[src/rtl/intf_pkg.sv]
// Shared state encoding, byte size and sizing helpers for the UART-to-ALU interface.
package intf_pkg;

  localparam int SIZEBYTE = 8;

  typedef enum logic [5:0] {
    ST_OPA     = 6'b000001,
    ST_OPB     = 6'b000010,
    ST_OPCODE  = 6'b000100,
    ST_EXEC    = 6'b001000,
    ST_SEND    = 6'b010000,
    ST_WAIT_TX = 6'b100000
  } state_e;

  function automatic int nbytes(input int width);
    return (width + SIZEBYTE - 1) / SIZEBYTE;
  endfunction

  // Counter width able to index n values, never narrower than one bit.
  function automatic int clog2_min1(input int n);
    return (n > 1) ? $clog2(n) : 1;
  endfunction

endpackage

[src/rtl/intf_tx_serializer.sv]
// Sends a latched result to the UART transmitter one byte at a time, little-endian,
// using a start/done handshake; pulses o_done when the last byte is acknowledged.
module intf_tx_serializer
  import intf_pkg::*;
#(
  parameter int SIZEDATA = 16
) (
  input  logic                i_clock,
  input  logic                i_reset,
  input  logic                i_load,
  input  logic [SIZEDATA-1:0] i_result,
  input  logic                i_tx_done,
  output logic [7:0]          o_tx_data,
  output logic                o_tx_start,
  output logic                o_done
);

  localparam int NBYTES = nbytes(SIZEDATA);
  localparam int IDX_W  = clog2_min1(NBYTES);

  typedef enum logic [1:0] {TX_IDLE, TX_SEND, TX_WAIT} tx_state_e;

  tx_state_e           state_q, state_d;
  logic [IDX_W-1:0]    idx_q, idx_d;
  logic [SIZEDATA-1:0] result_q, result_d;
  logic [7:0]          data_q, data_d;
  logic                start_q, start_d;

  // Bits above SIZEDATA in the top byte read as zero.
  function automatic logic [7:0] byte_of(input logic [SIZEDATA-1:0] word, input int sel);
    logic [7:0] b;
    b = '0;
    for (int i = 0; i < SIZEBYTE; i++)
      if (sel * SIZEBYTE + i < SIZEDATA) b[i] = word[sel*SIZEBYTE+i];
    return b;
  endfunction

  // NOTE: every signal assigned here gets a default first, so no path leaves one unassigned and no latch is inferred.
  always_comb begin
    state_d  = state_q;
    idx_d    = idx_q;
    result_d = result_q;
    data_d   = data_q;
    start_d  = 1'b0;
    o_done   = 1'b0;
    case (state_q)
      TX_IDLE: begin
        if (i_load) begin
          result_d = i_result;
          idx_d    = '0;
          data_d   = byte_of(i_result, 0);
          start_d  = 1'b1;
          state_d  = TX_SEND;
        end
      end
      TX_SEND: state_d = TX_WAIT;
      TX_WAIT: begin
        if (i_tx_done) begin
          if (int'(idx_q) < NBYTES - 1) begin
            idx_d   = idx_q + IDX_W'(1);
            data_d  = byte_of(result_q, int'(idx_q) + 1);
            start_d = 1'b1;
            state_d = TX_SEND;
          end else begin
            idx_d   = '0;
            o_done  = 1'b1;
            state_d = TX_IDLE;
          end
        end
      end
      default: state_d = TX_IDLE;
    endcase
  end

  // NOTE: sequential state uses non-blocking assignments so every flop samples pre-edge values.
  always_ff @(posedge i_clock or posedge i_reset) begin
    if (i_reset) begin
      state_q  <= TX_IDLE;
      idx_q    <= '0;
      result_q <= '0;
      data_q   <= '0;
      start_q  <= 1'b0;
    end else begin
      state_q  <= state_d;
      idx_q    <= idx_d;
      result_q <= result_d;
      data_q   <= data_d;
      start_q  <= start_d;
    end
  end

  assign o_tx_data  = data_q;
  assign o_tx_start = start_q;

endmodule

[src/rtl/alu_uart_intf_mb.sv]
// UART-to-ALU bridge: assembles multi-byte operands A, B and an opcode, waits the ALU latency,
// then returns the result bytewise. Inter-byte timeout is built only with `define INTF_TIMEOUT_EN.
module alu_uart_intf_mb
  import intf_pkg::*;
#(
  parameter int SIZEDATA       = 16,
  parameter int SIZEOP         = 6,
  parameter int ALU_LATENCY    = 0,
  parameter int TIMEOUT_CYCLES = 100000
) (
  input  logic                i_clock,
  input  logic                i_reset,
  input  logic                i_rx_done,
  input  logic [7:0]          i_rx_data,
  input  logic [SIZEDATA-1:0] i_alu_result,
  input  logic                i_tx_done,
  output logic [SIZEDATA-1:0] o_alu_datoa,
  output logic [SIZEDATA-1:0] o_alu_datob,
  output logic [SIZEOP-1:0]   o_alu_opcode,
  output logic [7:0]          o_tx_data,
  output logic                o_tx_start,
  output logic                o_busy,
  output logic                o_overrun,
  output logic                o_timeout
);

  localparam int NBYTES = nbytes(SIZEDATA);
  localparam int CNT_W  = clog2_min1(NBYTES);
  localparam int LAT_W  = clog2_min1(ALU_LATENCY + 1);

  state_e              state_q, state_d;
  logic [CNT_W-1:0]    cnt_q, cnt_d;
  logic [LAT_W-1:0]    lat_q, lat_d;
  logic [SIZEDATA-1:0] opa_q, opa_d;
  logic [SIZEDATA-1:0] opb_q, opb_d;
  logic [SIZEOP-1:0]   opc_q, opc_d;
  logic                overrun_q, overrun_d;
  logic                timeout_q, timeout_d;
  logic                ser_load, ser_done;
  logic                busy, last_byte;

  function automatic logic [SIZEDATA-1:0] put_byte(input logic [SIZEDATA-1:0] word,
                                                   input int sel, input logic [7:0] b);
    logic [SIZEDATA-1:0] w;
    w = word;
    for (int i = 0; i < SIZEDATA; i++)
      if (i / SIZEBYTE == sel) w[i] = b[i%SIZEBYTE];
    return w;
  endfunction

  assign busy      = (state_q == ST_EXEC) || (state_q == ST_SEND) || (state_q == ST_WAIT_TX);
  assign last_byte = (cnt_q == CNT_W'(NBYTES - 1));

`ifdef INTF_TIMEOUT_EN
  localparam int TO_W = clog2_min1(TIMEOUT_CYCLES);

  logic [TO_W-1:0] to_cnt_q, to_cnt_d;
  logic            frame_q, frame_d;
  logic            in_rx_phase;

  assign in_rx_phase = (state_q == ST_OPA) || (state_q == ST_OPB) || (state_q == ST_OPCODE);
`endif

  always_comb begin
    state_d   = state_q;
    cnt_d     = cnt_q;
    lat_d     = lat_q;
    opa_d     = opa_q;
    opb_d     = opb_q;
    opc_d     = opc_q;
    overrun_d = overrun_q;
    timeout_d = 1'b0;
    ser_load  = 1'b0;
    if (i_rx_done && busy) overrun_d = 1'b1;
    case (state_q)
      ST_OPA: begin
        if (i_rx_done) begin
          opa_d = put_byte(opa_q, int'(cnt_q), i_rx_data);
          if (cnt_q == '0) overrun_d = 1'b0;
          if (last_byte) begin
            cnt_d   = '0;
            state_d = ST_OPB;
          end else begin
            cnt_d = cnt_q + CNT_W'(1);
          end
        end
      end
      ST_OPB: begin
        if (i_rx_done) begin
          opb_d = put_byte(opb_q, int'(cnt_q), i_rx_data);
          if (last_byte) begin
            cnt_d   = '0;
            state_d = ST_OPCODE;
          end else begin
            cnt_d = cnt_q + CNT_W'(1);
          end
        end
      end
      ST_OPCODE: begin
        if (i_rx_done) begin
          opc_d   = i_rx_data[SIZEOP-1:0];
          lat_d   = '0;
          state_d = ST_EXEC;
        end
      end
      ST_EXEC: begin
        if (lat_q == LAT_W'(ALU_LATENCY)) begin
          ser_load = 1'b1;
          cnt_d    = '0;
          state_d  = ST_SEND;
        end else begin
          lat_d = lat_q + LAT_W'(1);
        end
      end
      ST_SEND: state_d = ST_WAIT_TX;
      ST_WAIT_TX: begin
        if (ser_done)       state_d = ST_OPA;
        else if (i_tx_done) state_d = ST_SEND;
      end
      default: state_d = ST_OPA;
    endcase

`ifdef INTF_TIMEOUT_EN
    to_cnt_d = to_cnt_q;
    frame_d  = frame_q;
    if (i_rx_done) begin
      to_cnt_d = '0;
      // Accepting the opcode completes the frame, so the watchdog stops there.
      if (in_rx_phase) frame_d = (state_q != ST_OPCODE);
    end else if (in_rx_phase && frame_q) begin
      if (to_cnt_q == TO_W'(TIMEOUT_CYCLES - 1)) begin
        state_d   = ST_OPA;
        cnt_d     = '0;
        timeout_d = 1'b1;
        frame_d   = 1'b0;
        to_cnt_d  = '0;
      end else begin
        to_cnt_d = to_cnt_q + TO_W'(1);
      end
    end
`endif
  end

  always_ff @(posedge i_clock or posedge i_reset) begin
    if (i_reset) begin
      state_q   <= ST_OPA;
      cnt_q     <= '0;
      lat_q     <= '0;
      opa_q     <= '0;
      opb_q     <= '0;
      opc_q     <= '0;
      overrun_q <= 1'b0;
      timeout_q <= 1'b0;
    end else begin
      state_q   <= state_d;
      cnt_q     <= cnt_d;
      lat_q     <= lat_d;
      opa_q     <= opa_d;
      opb_q     <= opb_d;
      opc_q     <= opc_d;
      overrun_q <= overrun_d;
      timeout_q <= timeout_d;
    end
  end

`ifdef INTF_TIMEOUT_EN
  always_ff @(posedge i_clock or posedge i_reset) begin
    if (i_reset) begin
      to_cnt_q <= '0;
      frame_q  <= 1'b0;
    end else begin
      to_cnt_q <= to_cnt_d;
      frame_q  <= frame_d;
    end
  end
`endif

  intf_tx_serializer #(.SIZEDATA(SIZEDATA)) u_tx_ser (
    .i_clock    (i_clock),
    .i_reset    (i_reset),
    .i_load     (ser_load),
    .i_result   (i_alu_result),
    .i_tx_done  (i_tx_done),
    .o_tx_data  (o_tx_data),
    .o_tx_start (o_tx_start),
    .o_done     (ser_done)
  );

  assign o_alu_datoa  = opa_q;
  assign o_alu_datob  = opb_q;
  assign o_alu_opcode = opc_q;
  assign o_busy       = busy;
  assign o_overrun    = overrun_q;
  assign o_timeout    = timeout_q;

endmodule

[config.mk]
export PLATFORM = sky130hd
export DESIGN_NAME = alu_uart_intf_mb
export DESIGN_NICKNAME = d
export VERILOG_FILES = /design/src/rtl/intf_pkg.sv /design/src/rtl/intf_tx_serializer.sv /design/src/rtl/alu_uart_intf_mb.sv
export SDC_FILE = /design/constraint.sdc
export NUM_CORES = 1
export LEC_CHECK = 0
export ABC_CLOCK_PERIOD_IN_PS = 5460
export CORE_MARGIN = 5
export CORE_UTILIZATION = 52
export CTS_CLUSTER_DIAMETER = 40
export DETAILED_ROUTE_END_ITERATION = 7
export PLACE_DENSITY_LB_ADDON = 0.1
export SYNTH_ARGS = -nofsm -noshare
export SYNTH_HDL_FRONTEND = slang
export SYNTH_SLANG_ARGS = --single-unit
export TNS_END_PERCENT = 100
[constraint.sdc]
create_clock -name i_clock -period 5.46 [get_ports i_clock]
set_input_delay 0.819 -clock i_clock [delete_from_list [all_inputs] [get_ports i_clock]]
set_output_delay 0.819 -clock i_clock [all_outputs]
set_load 0.05 [all_outputs]
Run 1, the metal 1 layer:
Supply wires on this layer in gray.
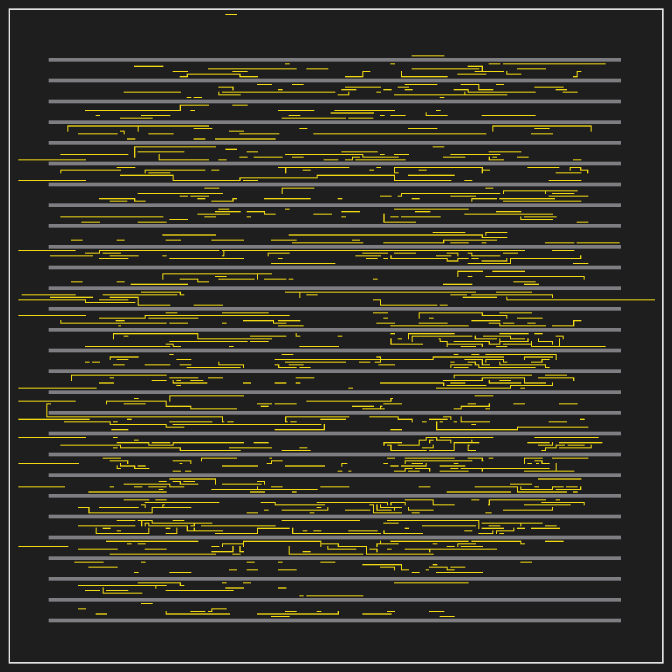
main direction: horizontal
share of all routed wire: 45%
wire length on this layer: 2850 um
longest straight run: 39.6 um
WL final: 6320 um
Via Count: 1970
met1 usage: 24.7%

Run 1, cell classes on the final placement:
Scale bar: 20 um. Fill, decap, tap and diode cells in gray.
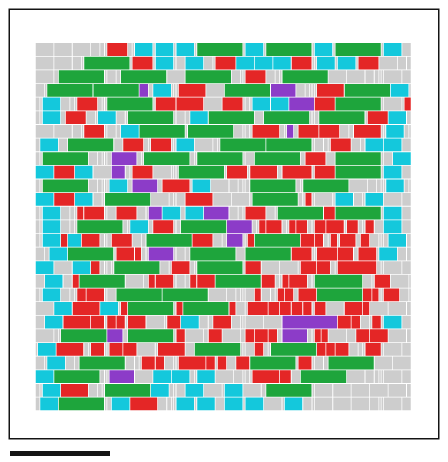
legend:
  remaining logic cells:
    color: red
    cells: 141
    share_of_their_area: 32%
  clock drivers and dummy loads:
    color: purple
    cells: 16
    share_of_their_area: 5.1%
  sequential cells:
    color: green
    cells: 66
    share_of_their_area: 43%
  remaining buffers and delay cells:
    color: cyan
    cells: 77
    share_of_their_area: 20%

==> run_results.csv, run 1 <==
group,metric,value,unit
sta,period_needed,3040,ps
synth,synth-simple-area-share,10.3,%
synth,synth_nets,247,
critical_path,reg2regPathDepth,4,
power,power.density,690,nW/um^2
critical_path,crit_slowest_cell,"clkdlybuf4s50_1",
power,swShare,44.6,%
power,seqPwrFrac,31.7,%
final_layout,logic_area,1170,um^2
final_layout,nets,323,
clock_tree,cts_tree,"done",
global_routing,grt_max_degree,67,
critical_path,endpoint_kind,"output port",
critical_path,cp-endpoint,"o_busy",
global_routing,antenna_found_initial,0,
synth,flop_cell,"dfrtp_1",
floorplanning,die-width,85.4,um
critical_path,worstPathCellList,"nor3_2 > o211a_1 > clkdlybuf4s50_1",
floorplanning,die_h,85.4,um
drt,drc,0,
synth,syn-instance-count,219,
placed_design,place_ws,2710,ps
power,p_comb_share,53.4,%
critical_path,slowest_delay,810,ps
floorplanning,fp_util,53.7,%
critical_path,crit_buf_inv,1,
sta,setup_tns,0,ps
synth,synth_area,2960,um^2
clock_tree,cts_buffers,9,
critical_path,rrSetupSlack,3150,ps
final_layout,layout.cells.most_common,"clkdlybuf4s50_1",
sta,worst_slack,2420,ps
synth,synth-edff-count,0,
final_layout,fin_area,3930,um^2
critical_path,cpLargestDelayFamily,"buffers and inverters",
power,ir_worst_vdd,0.458,mV
critical_path,startpoint_type,"flip-flop",
final_layout,finalCoreUtilization,71.4,%
run_status,outcome,"finished clean",
placed_design,hpwl,4490,um
final_layout,n_fill_cell,404,
drt,first_iter_violations,86,
hold_path,worstHoldPathCells,1,
synth,ys_sh_aoi,5.29,%
critical_path,worstSetupStartpoint,"state_q[2]",
clock_tree,clock_path_buffers,2,
critical_path,cp.arrival,2230,ps
floorplanning,io_pins,78,
clock_tree,ctsHoldBuffers,0,
critical_path,r2r-end,"u_tx_ser.o_tx_data[6]",
clock_tree,cts.sinks,66,
synth,area_leaders,"dfrtp_1 (55%), mux2_2 (12%), mux2_4 (8.1%), nor3b_1 (2.8%), mux2i_1 (2.7%)",
final_layout,final_cells,372,
synth,syn-mean-instance-area,13.5,um^2
final_layout,regArea,1650,um^2
clock_tree,clk_pin_slew_worst_paths,70,ps
hold_path,hold_end,"u_tx_ser.result_q[13]",
drt,drt_first_pass_iters,4,
synth,numSynthFlops,66,
drt,drtAntennaViolNets,0,
critical_path,cp.depth,3,
placed_design,placed_cells,356,
flow_run,warnings,26,
floorplanning,chip_area,7290,um^2
power,p_clk_share,14.9,%
critical_path,path_max_fanout,8,
sta,hold_viol,0,
hold_path,hold_class,"flip-flop to flip-flop",
power,internal_power,1.50,mW
clock_tree,postCtsSetupBuffers,0,
synth,synth.distinct_cells,43,
sta,rsz0062_at_grt,"no",
flow_run,drv_cap,0,
critical_path,critical_path_required,4640,ps
floorplanning,core_area,5510,um^2
sta,maxSlewViolCount,0,
critical_path,critical_path_class,"flip-flop to output port",
power,p_total,2.71,mW
placed_design,gp_congestion,0.840,
sta,hold_slack,506,ps
final_layout,lay_top_cells,"clkdlybuf4s50_1 (76), dfrtp_1 (65), mux2_2 (32), mux2_4 (16)",
synth,xor_share,0.889,%
final_layout,antenna_cells,0,
global_routing,grt_pass1_vias,2138,
Run 1, metal layers overlaid:
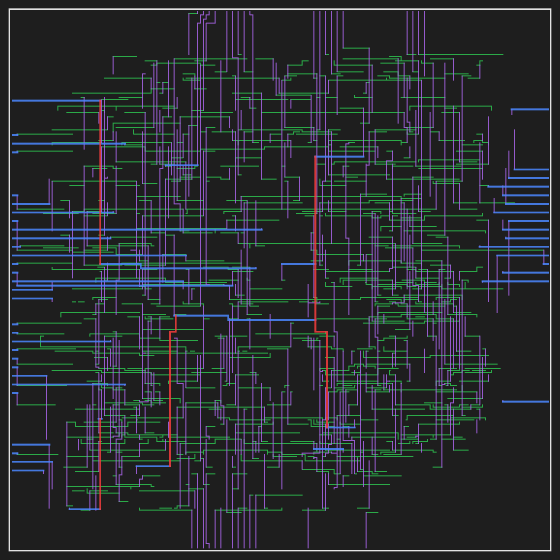
legend:
  M1:
    color: green
    wire_length: 2850 um
  M2:
    color: purple
    wire_length: 2900 um
  M4:
    color: red
    wire_length: 110 um
  M3:
    color: blue
    wire_length: 473 um
wire per inst: 17.0 um
gr usage total: 19.0%

## run 1: power by group through the flow
| stage | clock, mW | sequential, mW | combinational [mW] |
|---|---|---|---|
| floorplan | 0 | 1.42 | 0.436 |
| global placement | 0 | 0.858 | 1.44 |
| detailed placement | 0 | 0.865 | 1.46 |
| CTS | 0.408 | 0.861 | 1.46 |
| global route | 0.437 | 0.892 | 1.52 |
| finish | 0.404 | 0.860 | 1.45 |
## run 1: metal layers
layer | global-route usage [%] | up-vias | wire length [um]
li1 | - | 926 | -
met1 | 24.7 | 975 | 2850
met2 | 28.4 | 59 | 2900
met3 | 6.80 | 10 | 472
met4 | 8.63 | 0 | 109
met5 | 0 | - | 0
## run 1: flip-flops by register name (all words and copies together), names as in the netlist
signal and count:
o_alu_datob 16, u_tx_ser.result_q 8, u_tx_ser.o_tx_data 8, u_tx_ser.idx_q 1, state_q 6, u_tx_ser.state_q 2, o_overrun 1, o_alu_datoa 16
u_tx_ser.o_tx_start 1, cnt_q 1, o_alu_opcode 6
## run 1: cell type report
| class | count | area share (%) |
|---|---|---|
| clock buffer | 10 | 3.25 |
| timing repair buffer | 77 | 19.5 |
| tap | 72 | 2.29 |
| clock inverter | 6 | 1.72 |
| multi-input combinational | 127 | 29.8 |
| sequential | 66 | 42.1 |
| inverter | 14 | 1.34 |
## run 1: cell usage after synthesis (2+ instances only)
cell type	number
buf_2	4
or3_1	2
mux2i_1	8
nand2_1	3
mux2_4	16
clkbuf_1	2
and3_1	2
o21ai_0	5
nor2_1	4
nand2b_1	2
nor3_1	2
a21oi_1	13
inv_1	14
buf_4	2
dfrtp_1	65
xor2_1	2
nand3b_1	2
buf_6	3
o21bai_1	2
mux2_2	32
and3b_1	2
nor3b_1	11
Run 1, signal metal coverage by tile:
17 x 17 tiles, from black (low) to pale yellow (high), scaled to the fullest tile. Values are wire area over tile area, all layers added.
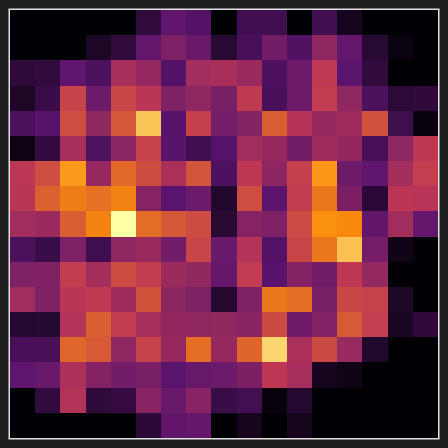

--- run 2 (diff from run 1) ---
ABC_CLOCK_PERIOD_IN_PS = 2600   (was 5460)
CORE_UTILIZATION = 44   (was 52)
clock period = 2.6 ns   (was 5.46 ns; I/O delays follow)
Run 2, signal metal coverage by tile:
18 x 18 tiles, from black (low) to pale yellow (high), scaled to the fullest tile. Values are wire area over tile area, all layers added.
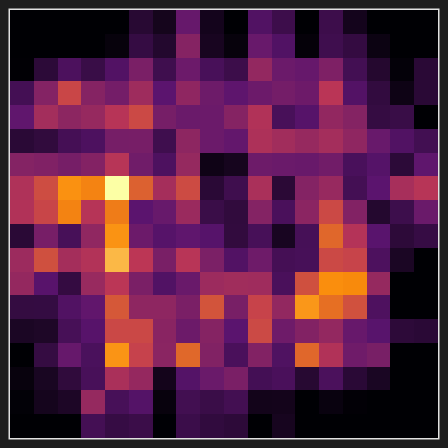
mean over tiles: 0.12
densest ninth of the die: left middle
nearly empty tiles: 15%
gr usage total: 16.2%
wire per inst: 16.9 um

==> run_results.csv, run 2 <==
group,metric,value,unit
run_status,outcome,"finished clean",
power,swShare,43.7,%
synth,synth-edff-count,0,
power,clk-power,0.940,mW
clock_tree,clk_pin_slew_worst_paths,80,ps
synth,synth_area,2960,um^2
clock_tree,ctsHoldBuffers,0,
floorplanning,io_pins,78,
clock_tree,cts_tree,"done",
floorplanning,core_area,6460,um^2
critical_path,cp.arrival,2360,ps
drt,drt_first_pass_iters,3,
synth,yosys.area_share.adder,0,%
drt,vias_per_cell,5.13,
clock_tree,cts_buffers,9,
flow_run,warnings,26,
critical_path,worstPathCellList,"nor4_4 > nand3b_2 > or3_1 > mux2_4",
final_layout,lay_top_cells,"clkdlybuf4s50_1 (75), dfrtp_1 (65), mux2_2 (32), mux2_4 (16)",
power,maxPowerGroup,"combinational logic",
power,seqPwrFrac,31.0,%
floorplanning,chip_area,8460,um^2
final_layout,nets,326,
synth,synth.distinct_cells,43,
power,p_comb_share,52.7,%
sta,setup_tns,0,ps
synth,synth-simple-area-share,10.3,%
sta,rsz0062_at_grt,"no",
synth,yosys-top-cells-count,"dfrtp_1 (65), mux2_2 (32), mux2_4 (16), inv_1 (14), a21oi_1 (13)",
global_routing,grt_pass1_wl,10800,um
global_routing,antenna_found_initial,0,
clock_tree,clock_path_buffers,2,
synth,async_reset_ff_share,100,%
sta,hold_viol,0,
critical_path,slowest_delay,580,ps
final_layout,final_cells,380,
power,power.density,1450,nW/um^2
power,p_seq,1.79,mW
critical_path,endpoint_kind,"flip-flop",
critical_path,path_max_fanout,10,
synth,ys_sh_aoi,5.29,%
final_layout,antenna_cells,0,
global_routing,grt_pass1_vias,2076,
global_routing,grt_max_degree,46,
placed_design,placed_cells,364,
sta,maxSlewViolCount,0,
floorplanning,die-width,92.0,um
drt,first_iter_violations,59,
placed_design,gp_congestion,0.751,
critical_path,rrSetupSlack,460,ps
placed_design,hpwl,4480,um
critical_path,critical_path_required,2820,ps
critical_path,startpoint_type,"flip-flop",
synth,flop_cell,"dfrtp_1",
power,p_comb,3.05,mW
critical_path,crit_slowest_cell,"or3_1",
final_layout,layout.cells.most_common,"clkdlybuf4s50_1",
flow_run,drv_cap,0,
power,ir_worst_vdd,0.938,mV
floorplanning,fp_util,45.8,%
floorplanning,die_h,92.0,um
power,p_clk_share,16.2,%
synth,most_common_cell,"dfrtp_1",
synth,area_leaders,"dfrtp_1 (55%), mux2_2 (12%), mux2_4 (8.1%), nor3b_1 (2.8%), mux2i_1 (2.7%)",
synth,syn-mean-instance-area,13.5,um^2
clock_tree,cts.sinks,66,
power,p_total,5.78,mW
drt,drtAntennaViolNets,0,
critical_path,critical_path_class,"flip-flop to flip-flop",
clock_tree,postCtsSetupBuffers,0,
power,power_switching,2.53,mW
drt,drc,0,
synth,numSynthFlops,66,
synth,xor_share,0.889,%
sta,period_needed,2140,ps
Run 2, metal layers overlaid:
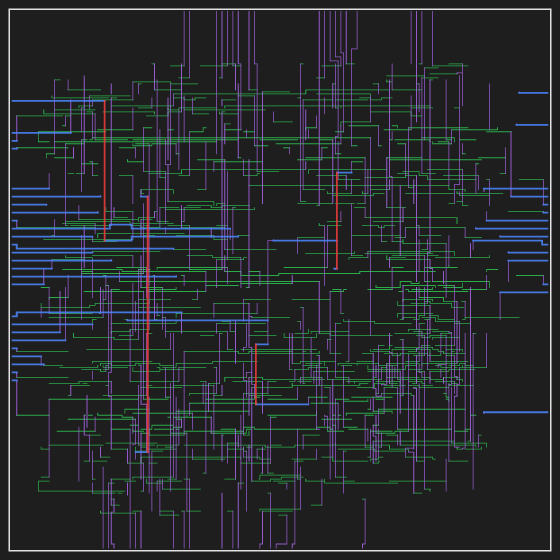
legend:
  M3:
    color: blue
    wire_length: 472 um
  M2:
    color: purple
    wire_length: 2850 um
  M4:
    color: red
    wire_length: 93.8 um
  M1:
    color: green
    wire_length: 3010 um
WL final: 6430 um
Via Count: 1951

==> run 2: cell counts after synthesis <==
No cell type changed its count.
==> run 2: worst paths after layout <==
check,startpoint,to,cells after the start
setup / recovery,state_q[4],o_alu_datob[4],4
hold / removal,i_reset,o_alu_datob[12],2
setup reg to reg,state_q[4],o_alu_datob[4],4
hold reg to reg,o_alu_opcode[1],o_alu_opcode[1],1
max in group asynchronous,i_reset,state_q[0],3
min in group i_clock,o_alu_opcode[1],o_alu_opcode[1],1
==> run 2: worst max-delay path, delay by kind of cell, from the launching register on <==
| family | cells | cell delay, ps |
|---|---|---|
| AND/OR/NAND/NOR | 3 | 1130 |
| multiplexers | 1 | 380 |
| flip-flops | 1 | 510 |
==> run 2: metrics by stage <==
| stage | hold WS [ps] | setup slack [ps] | instance area (um^2) | util, % |
|---|---|---|---|---|
| final | 386 | 456 | 3990 | 61.8 |
| after global routing | 412 | 341 | 3990 | 61.8 |
| after CTS | 391 | 436 | 3990 | 61.8 |
| after detailed placement | 485 | 438 | 3770 | 58.4 |
| after global placement | 486 | 468 | 3770 | 58.4 |
| after floorplan | 473 | 557 | 2960 | - |
==> run 2: cell type report <==
cell class              instances  area, um^2  share of cell area, %
clock buffers                   9         124                   3.10
multi-input cells             127        1170                   29.3
flip-flops and latches         66        1650                   41.4
well taps                      77        96.3                   2.41
repair buffers                 80         801                   20.1
inverters                      14        52.6                   1.32
clock inverters                 7        93.8                   2.35
==> run 2: metal layers <==
metal | global-route usage [%] | up-vias | wire length, um
met1 | 22.1 | 956 | 3010
met5 | 0 | - | 0
met2 | 23.1 | 50 | 2850
met3 | 6.30 | 10 | 471
li1 | - | 935 | -
met4 | 6.31 | 0 | 93
Power and IR drop assume default switching activity.
